File: src/rtl/dmem_pkg.sv
// Shared owner, state and write-enable encodings for the data-BRAM port-B arbiter.
package dmem_pkg;

  localparam logic OWNER_CPU = 1'b0;
  localparam logic OWNER_DBG = 1'b1;

  typedef enum logic {
    StArb    = 1'b0,
    StLocked = 1'b1
  } arb_state_e;

  localparam logic [3:0] WE_READ = 4'b0000;

  function automatic logic is_read(input logic [3:0] we);
    return we == WE_READ;
  endfunction

endpackage

File: src/rtl/rd_tag_pipe.sv
// Tracks in-flight BRAM reads: a Depth-stage valid+owner shift register that
// presents each tag exactly Depth cycles after it was pushed.
module rd_tag_pipe #(
  parameter int unsigned Depth = 1
) (
  input  logic clk,
  input  logic rst_n,
  input  logic push_i,
  input  logic owner_i,
  output logic valid_o,
  output logic owner_o
);

  logic [Depth-1:0] valid_q, valid_d;
  logic [Depth-1:0] owner_q, owner_d;

  always_comb begin
    valid_d    = valid_q;
    owner_d    = owner_q;
    valid_d[0] = push_i;
    owner_d[0] = owner_i;
    for (int unsigned i = 1; i < Depth; i++) begin
      valid_d[i] = valid_q[i-1];
      owner_d[i] = owner_q[i-1];
    end
  end

  always_ff @(posedge clk or negedge rst_n) begin
    if (!rst_n) begin
      valid_q <= '0;
      owner_q <= '0;
    end else begin
      valid_q <= valid_d;
      owner_q <= owner_d;
    end
  end

  assign valid_o = valid_q[Depth-1];
  assign owner_o = owner_q[Depth-1];

endmodule

File: src/rtl/dmem_port_arbiter.sv
// Shares data-BRAM port B between the CPU and the UART loader: round-robin grant,
// loader lock for burst downloads, and read-return routing to the issuing requester.
module dmem_port_arbiter
  import dmem_pkg::*;
#(
  parameter int unsigned ADDR_W = 32,
  parameter int unsigned RD_LAT = 1
) (
  input  logic              clk,
  input  logic              rst_n,
  input  logic              cpu_req_i,
  input  logic [3:0]        cpu_we_i,
  input  logic [ADDR_W-1:0] cpu_addr_i,
  input  logic [31:0]       cpu_wdata_i,
  output logic              cpu_gnt_o,
  output logic              cpu_rvalid_o,
  output logic [31:0]       cpu_rdata_o,
  input  logic              dbg_req_i,
  input  logic              dbg_lock_i,
  input  logic [3:0]        dbg_we_i,
  input  logic [ADDR_W-1:0] dbg_addr_i,
  input  logic [31:0]       dbg_wdata_i,
  output logic              dbg_gnt_o,
  output logic              dbg_rvalid_o,
  output logic [31:0]       dbg_rdata_o,
  output logic              enb_o,
  output logic [3:0]        web_o,
  output logic [ADDR_W-1:0] addrb_o,
  output logic [31:0]       dib_o,
  input  logic [31:0]       dob_i
);

  arb_state_e state_q, state_d;
  logic       last_gnt_q, last_gnt_d;
  logic       cpu_gnt, dbg_gnt;
  logic       rd_push, rd_valid, rd_owner;

  always_ff @(posedge clk or negedge rst_n) begin
    if (!rst_n) begin
      state_q    <= StArb;
      last_gnt_q <= OWNER_DBG;
    end else begin
      state_q    <= state_d;
      last_gnt_q <= last_gnt_d;
    end
  end

  // Grants are gated by rst_n so every output is quiet while reset is held.
  always_comb begin
    cpu_gnt    = 1'b0;
    dbg_gnt    = 1'b0;
    state_d    = state_q;
    last_gnt_d = last_gnt_q;
    if (rst_n) begin
      unique case (state_q)
        StArb: begin
          if (cpu_req_i && dbg_req_i) begin
            if (last_gnt_q == OWNER_DBG) cpu_gnt = 1'b1;
            else                         dbg_gnt = 1'b1;
          end else begin
            cpu_gnt = cpu_req_i;
            dbg_gnt = dbg_req_i;
          end
          if (dbg_gnt && dbg_lock_i) state_d = StLocked;
        end
        StLocked: begin
          dbg_gnt = dbg_req_i;
          if (!dbg_lock_i) state_d = StArb;
        end
      endcase
      if (cpu_gnt)      last_gnt_d = OWNER_CPU;
      else if (dbg_gnt) last_gnt_d = OWNER_DBG;
    end
  end

  always_comb begin
    enb_o   = 1'b0;
    web_o   = '0;
    addrb_o = '0;
    dib_o   = '0;
    if (cpu_gnt) begin
      enb_o   = 1'b1;
      web_o   = cpu_we_i;
      addrb_o = cpu_addr_i;
      dib_o   = cpu_wdata_i;
    end else if (dbg_gnt) begin
      enb_o   = 1'b1;
      web_o   = dbg_we_i;
      addrb_o = dbg_addr_i;
      dib_o   = dbg_wdata_i;
    end
  end

  assign rd_push = (cpu_gnt && is_read(cpu_we_i)) || (dbg_gnt && is_read(dbg_we_i));

  rd_tag_pipe #(
    .Depth (RD_LAT)
  ) u_rd_tag_pipe (
    .clk     (clk),
    .rst_n   (rst_n),
    .push_i  (rd_push),
    .owner_i (dbg_gnt ? OWNER_DBG : OWNER_CPU),
    .valid_o (rd_valid),
    .owner_o (rd_owner)
  );

  assign cpu_gnt_o    = cpu_gnt;
  assign dbg_gnt_o    = dbg_gnt;
  assign cpu_rvalid_o = rd_valid && (rd_owner == OWNER_CPU);
  assign dbg_rvalid_o = rd_valid && (rd_owner == OWNER_DBG);
  assign cpu_rdata_o  = cpu_rvalid_o ? dob_i : '0;
  assign dbg_rdata_o  = dbg_rvalid_o ? dob_i : '0;

endmodule

File: config.mk
export PLATFORM = sky130hd
export DESIGN_NAME = dmem_port_arbiter
export DESIGN_NICKNAME = d
export VERILOG_FILES = /design/src/rtl/dmem_pkg.sv /design/src/rtl/rd_tag_pipe.sv /design/src/rtl/dmem_port_arbiter.sv
export SDC_FILE = /design/constraint.sdc
export NUM_CORES = 1
export LEC_CHECK = 0
export ABC_AREA = 1
export CAP_MARGIN = 30
export CORE_AREA = 2 2 120 122
export DETAILED_ROUTE_END_ITERATION = 8
export DIE_AREA = 0 0 122 124
export DONT_BUFFER_PORTS = 1
export GPL_ROUTABILITY_DRIVEN = 0
export GPL_TIMING_DRIVEN = 1
export PLACE_DENSITY = 0.3
export SYNTH_ARGS = -nofsm -noshare
export SYNTH_HDL_FRONTEND = slang
export SYNTH_SLANG_ARGS = --single-unit
File: constraint.sdc
create_clock -name clk -period 4.8 [get_ports clk]
set_input_delay 1.44 -clock clk [delete_from_list [all_inputs] [get_ports clk]]
set_output_delay 1.44 -clock clk [all_outputs]
set_load 0.02 [all_outputs]
Fig. 1: run 1, placement density heat map
(3 px per um) The die is cut into 12 by 12 equal tiles; white is low, dark blue is high, 0 to 100% covered.
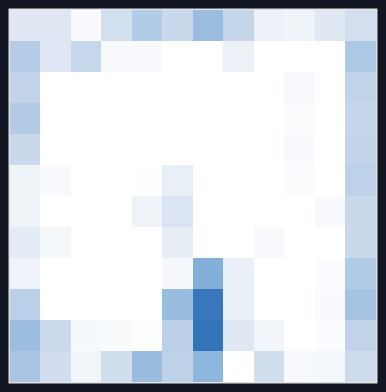
- emptiest ninth of the die: center
- mean over tiles: 10%
- densest ninth of the die: south
- fullest tile: 73%
- nearly empty tiles: 47%
end-of-flow core utilization: 0.1266
floorplan core density: 0.1101
core area: 0.01372 mm2

Fig. 2: run 1, M1 wires
(2 px per um) Supply wires on this layer in gray.
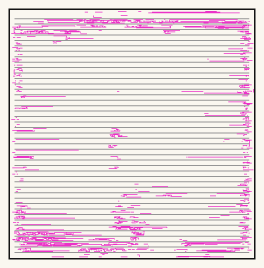
- share of all routed wire: 30%
- nets with wire on the layer: 405
- longest straight run: 45.5 um
- main direction: horizontal
- wire length on this layer: 2730 um
met1 GRT Util: 0.08791
vias post-DR: 2149

Fig. 3: run 1, clock routing
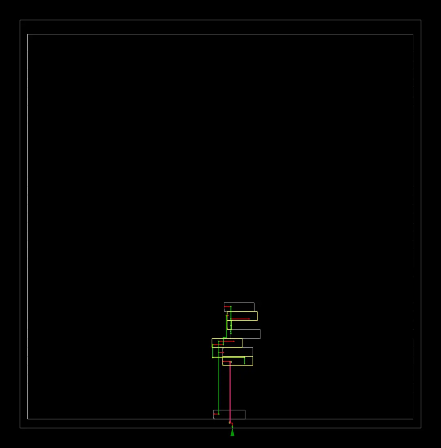
FFs & Latches: 4
Late-Pin Clk Latency: 220 ps
# clock sinks: 4

==> metrics.cfg, run 1 <==
[route]
routed_wl_um = 9140
drtIter0Drc = 60
wire_per_inst_um = 17.28
firstDrtPassIters = 4
detail-route-antenna-nets = 0
avgViaCountPerCell = 4.062
remaining_drc_errors = 0

[timing]
clock_skew_ps = 0.5906
fmax_mhz = 259.9
setup_tns_ps = 0
grt_setup_unrepaired = false
maxSlewViolCount = 0
finalSetupViolations = 0
finalWorstSetupSlack_ps = 951.7
worst_pin_slew_ps = 1031
hold_viol_final = 0
min_period_ps = 3848
fin_crit_sh = 0.8017
slew_headroom = 0.3111

[synthesis]
ys_types = 15
syn-num-nets = 535
postSynthCellCount = 362
yosys-stat-cells = 362
postSynthSeqShare = 0.06711
ys_chip_area_mm2 = 0.001510
syn_area_per_cell_um2 = 4.172
yosysWarnings = 0
synth_flops = 4
syn-cell-area_mm2 = 0.001510

[layout]
nets = 523
final_cells = 529
logic_area_mm2 = 0.001139
fillers = 1631
syn2layout_area_growth_pct = 15.00
ff_latch_area_um2 = 101.3
drive_gt1_frac = 0.03152
antenna_cells = 0

[clock_network]
root_buffer = clkbuf_16
cts_max_level = 1
cts_made_buffers = 3
path_clk_slew_ps = 30
ctsLongestPathBuffers = 2
cts_tree = built
cts_hold_buf = 0
cts_setup_buffers = 0
cts_resized = 0

[placement]
hpwl_um = 8301
io_buffers = 0
dpl_worst_slack_ps = 915.6
dp.cells = 525

[die]
io_pins = 310
die_x_um = 122
rows = 43
die-area_mm2 = 0.01513
die_y_um = 124

[setup_path]
timing.critical_path.mode_cell = nand2_1
worst-path-buf-inv = 2
crit_path_max_fanout = 45
critPathSlowestCell = buf_4
slowest_delay_ps = 360
critPathLaunchType = primary input
worst_ep_required_time_ps = 3360
crit_type = in2out
path_cells = nand2_1, inv_2, nand2_2, nand2_2, buf_4, nand2_1, nand2_1
r2r_start = last_gnt_q
end_kind = primary output
arrival_ps = 2410
cp_top_family = simple AND/OR/NAND/NOR gates
startpoint = dbg_req_i

[power]
p_leak_nw = 1.104
ir_drop_uv = 92.46
p_per_area_mw_per_mm2 = 236.4
fin_total_pwr_mw = 0.4106

[grt]
grt_pass1_vias = 1768
grt_pass1_wl_um = 11060
antenna_found_initial = 0
grt_usage = 0.1025
grt_max_degree = 71
grt_overflow = 0

[flow_run]
warnings = 26
maxCapViolCount = 0

[min_path]
min_from = last_gnt_q
hold_path_class = reg2reg

[outcome]
status = complete, no violations

==> run 1: cell usage after synthesis (all sizes together) <==
library cell,number,share of area
nand3,7,0.023
clkbuf,6,0.015
a21oi,1,0.0033
and2,2,0.0083
inv,42,0.10
nor2,73,0.18
nand2,213,0.53
buf,14,0.063
dfrtp,3,0.050
dfstp,1,0.017
==> run 1: cells in the final DEF (no fill, tap or decap) <==
cell,n
and2_1,1
nand2_2,2
and2_0,1
nor2_4,1
buf_4,2
buf_12,1
dfstp_2,1
nand3_1,7
clkbuf_1,1
nand2_1,211
a21oi_1,1
inv_2,1
clkbuf_16,3
dfrtp_1,3
inv_1,41
nor2_1,72
==> run 1: metal layers <==
metal	part of all wire	global-route usage	vias up
li1	-	-	1006
met1	0.30	0.08791	944
met2	0.59	0.2301	197
met3	0.11	0.03297	2
met4	0.0020	0.008621	0
met5	0	0	-
==> run 1: where the power goes <==
| part | switching [mW] | total [mW] | internal [mW] |
|---|---|---|---|
| clock | 0.0238 | 0.134 | 0.110 |
| sequential | 0.00460 | 0.0449 | 0.0403 |
| combinational | 0.193 | 0.232 | 0.0389 |
| total | 0.222 | 0.411 | 0.189 |
==> run 1: registers in the layout, summed over array words and instances (netlist names) <==
name                   flops
u_rd_tag_pipe.valid_o      1
last_gnt_q                 1
u_rd_tag_pipe.owner_o      1
state_q                    1
==> run 1: worst reg2reg max path, delay by kind of cell (launching register included) <==
family                 cells  cell delay [ps]
flip-flops                 1              560
buffers and inverters      1              260
AND/OR/NAND/NOR            4              420
==> run 1: path summary, 6_finish.rpt <==
kind	end	slack (ps)	cells past startpoint
hold / removal	last_gnt_q	490	2
setup / recovery	dib_o[4]	950	7
max in group asynchronous	last_gnt_q	3720	0
setup reg to reg	u_rd_tag_pipe.valid_o	3510	5
hold reg to reg	last_gnt_q	490	2
min in group asynchronous	u_rd_tag_pipe.valid_o	910	0
==> run 1: per-stage QoR <==
stage	area (um2)	hold WS, ps
2_1_floorplan	1510	465.1
3_3_place_gp	1658	482.5
5_1_grt	1737	538.7
4_1_cts	1737	489.8
6_report	1737	489.1
3_5_place_dp	1658	483.9
==> run 1: cell families (layout without fill, tap and decap cells) <==
| group | count (synthesis) | count (layout) | share of synthesized area |
|---|---|---|---|
| simple gates | 295 | 295 | 0.7473 |
| buf+inv | 62 | 49 | 0.1823 |
| compound gates | 1 | 1 | 0.003311 |
| flops | 4 | 4 | 0.06711 |
==> run 1: final cells by class <==
cell class,instances,share of cell area
Clock buffer,4,0.04539
Inverter,42,0.09078
Multi-Input combinational cell,296,0.6556
Sequential cell,4,0.05836
Tap cell,180,0.1297
Timing Repair Buffer,3,0.02017
Fig. 4: run 1, clock distribution
(3 px per um)
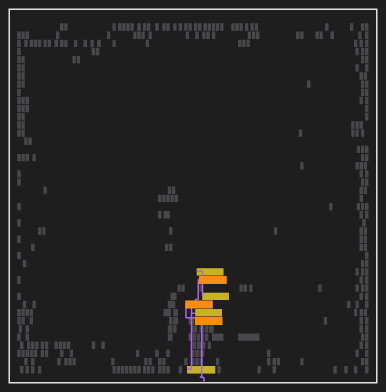

==> run 2: changes to the inputs <==
==> constraint.sdc (replaced) <==
create_clock -name clk -period 3.43 [get_ports clk]
set_input_delay 1.029 -clock clk [delete_from_list [all_inputs] [get_ports clk]]
set_output_delay 1.029 -clock clk [all_outputs]
set_load 0.02 [all_outputs]
Fig. 5: run 2, clock distribution
(3 px per um)
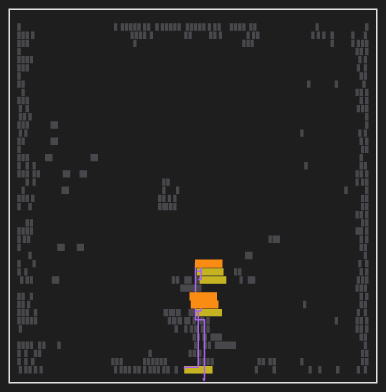
- yellow: flip-flops (count 4)
- orange: clock drivers (count 3)
- purple: clock wires (length 94.5 um)
- routed clock nets: 4

==> run 2 against run 1 <==
Compared with the run above:
- core utilization is 0.86 points higher
- power is 46% higher
- critical path depth stayed put
- sequential share of layout area shrank 0.37 points
- design area is 6.8% higher
- largest cell class unchanged
- count of clock-buffer cells in the layout unchanged
- synthesized cell count unchanged
- worst setup slack worse by 470 ps
- non-clock buffer count rose by 14
- synthesized area unchanged
==> metrics.cfg, run 2 <==
[power]
p_int_mw = 0.2840  ; +50%
p_leak_nw = 1.179  ; +6.8%
fin_total_pwr_mw = 0.5983  ; +46%
swShare = 0.5253  ; -0.01443
p_per_area_mw_per_mm2 = 322.7  ; +36%
p_clk_frac = 0.311  ; -0.014
ir_drop_uv = 162.1  ; +75%
switching_power_mw = 0.3143  ; +42%
power.share.sequential = 0.105  ; -0.004
power_frac_comb = 0.584  ; +0.019

[clock_network]
path_clk_slew_ps = 30  ; about the same
cts_setup_buffers = 0  ; unchanged
cts_max_level = 1  ; unchanged
cts_hold_buf = 0  ; unchanged
clock_latency_ps = 220  ; about the same
clock_sinks = 4  ; unchanged
cts_tree = built
ctsLongestPathBuffers = 2  ; unchanged
cts_made_buffers = 3  ; unchanged
root_buffer = clkbuf_16
cts_resized = 0  ; unchanged

[synthesis]
postSynthCellCount = 362  ; unchanged
syn_area_per_cell_um2 = 4.172  ; unchanged
top_area_cell = nand2_1
syn-num-nets = 535  ; unchanged
synth_top_area_share = 0.5244  ; unchanged
syn-cell-area_mm2 = 0.001510  ; unchanged
synth-edff-count = 0  ; unchanged
yosysWarnings = 0  ; unchanged
ys_chip_area_mm2 = 0.001510  ; unchanged
ff_type = dfrtp_1
yosys-stat-cells = 362  ; unchanged
ys_types = 15  ; unchanged
most_common_cell = nand2_1
synth_flops = 4  ; unchanged
common_cells = nand2_1, nor2_1, inv_1
async_flop_share = 1.000  ; unchanged
postSynthSeqShare = 0.06711  ; unchanged
synth.area.top_cells = nand2_1, nor2_1, inv_1

[layout]
drive_gt1_frac = 0.06887  ; +0.03735
fin_area_mm2 = 0.001854  ; +6.8%
layout_top_cell = nand2_1
layout_top_cells = nand2_1, nor2_1, inv_1, buf_4, nand3_1
nets = 537  ; +2.7%
syn2layout_area_growth_pct = 22.78
antenna_cells = 0  ; unchanged
fin_util = 0.1352  ; +0.008572

[timing]
grt_setup_unrepaired = false
hold_ws_ps = 499.3  ; +10.20 ps
hold_viol_final = 0  ; unchanged
finalSetupViolations = 0  ; unchanged
slew_headroom = 0.6452  ; +0.3341
setup_tns_ps = 0  ; unchanged
worst_pin_slew_ps = 530.2  ; -500.6 ps
fmax_mhz = 339.7
fin_crit_sh = 0.8582
min_period_ps = 2943
maxSlewViolCount = 0  ; unchanged
clock_skew_ps = 1.065  ; +0.4745 ps

[route]
vias = 2185  ; +1.7%
detail-route-antenna-nets = 0  ; unchanged
remaining_drc_errors = 0  ; unchanged
drtIter0Drc = 56  ; -6.7%
firstDrtPassIters = 4  ; unchanged
wire_per_inst_um = 15.58  ; -9.8%
routed_wl_um = 8458  ; -7.5%
avgViaCountPerCell = 4.024  ; -0.95%

[setup_path]
crit_type = in2out
worst_ep_required_time_ps = 2400  ; -960 ps
critPathSlowestCell = buf_4
arrival_ps = 1910  ; -500 ps
timing.critical_path.mode_cell = nand2_1
end_kind = primary output
critPathLaunchType = primary input
path_cells = nand2_1, inv_2, nand2_2, nand2_2, buf_4, nand2_1, nand2_1
crit_path_max_fanout = 23  ; -49%
slowest_delay_ps = 300  ; -60 ps

[grt]
grt_usage = 0.09394  ; -0.008584
grt_pass1_vias = 1784  ; +0.90%
grt_pass1_wl_um = 10290  ; -6.9%
antenna_found_initial = 0  ; unchanged
grt_overflow = 0  ; unchanged
grt_max_degree = 71  ; unchanged

[die]
die-area_mm2 = 0.01513  ; unchanged
io_pins = 310  ; unchanged
coreArea_mm2 = 0.01372  ; unchanged
fp_util = 0.1101  ; unchanged
die_x_um = 122  ; unchanged
die_y_um = 124  ; unchanged
rows = 43  ; unchanged

[placement]
hpwl_um = 7635  ; -8.0%
post_dp_cell_area_mm2 = 0.001775  ; +7.1%
io_buffers = 0  ; unchanged

[flow_run]
maxCapViolCount = 0  ; unchanged
warnings = 26  ; unchanged

[outcome]
status = complete, no violations

[min_path]
hold_path_class = in2async

==> run 2: cell counts after synthesis <==
Identical to the previous run, type by type.
==> run 2: metal layers <==
layer  vias up  routed length, um  GRT usage
met5         -                  0          0
met4         0                 19    0.01078
met1       944               2732    0.08599
met2       204               4857     0.2126
li1       1035                  -          -
met3         2                848    0.01694
==> run 2: final cells by class <==
class	count	area, um2
fill	1629	11870
multi-input combinational	296	1139
tap	180	225.2
inverter	42	157.7
timing repair buffer	17	152.6
sequential	4	101.3
clock buffer	4	78.83
==> run 2: cell families (layout without fill, tap and decap cells) <==
kind of cell	Yosys count	count (layout)	share of synthesized area
buf+inv	62	63	0.1823
compound gates	1	1	0.003311
simple gates	295	295	0.7473
flops	4	4	0.06711
==> run 2: power by group through the flow <==
| stage | clock network (mW) | logic (mW) | registers (mW) |
|---|---|---|---|
| finish | 0.186 | 0.350 | 0.0626 |
| global route | 0.196 | 0.386 | 0.0642 |
| CTS | 0.189 | 0.359 | 0.0625 |
| detailed placement | 0 | 0.359 | 0.0630 |
| global placement | 0 | 0.354 | 0.0631 |
| floorplan | 0 | 0.283 | 0.0614 |
==> run 2: through the flow <==
stage / setup WS, ps / instances
5_1_grt: 373.4 / 543
3_3_place_gp: 495.1 / 539
6_report: 486.5 / 543
4_1_cts: 475.5 / 543
3_5_place_dp: 475.8 / 539
2_1_floorplan: 643.9 / 362
==> run 2: worst max-delay path: cells and delay by family <==
family	cells	cell delay [ps]
AND/OR/NAND/NOR	5	490
buffers and inverters	2	380
==> run 2: worst paths after layout <==
path	start	end	slack, ps	depth (start not counted)
max in group asynchronous	rst_n	last_gnt_q	2760	0
worst max register to register	last_gnt_q	u_rd_tag_pipe.valid_o	2100	5
worst max-delay path	dbg_req_i	addrb_o[12]	490	7
worst min register to register	last_gnt_q	last_gnt_q	500	2
min in group clk	last_gnt_q	last_gnt_q	500	2
worst min-delay path	rst_n	state_q	500	0
Power is estimated from default activity; no workload was simulated.
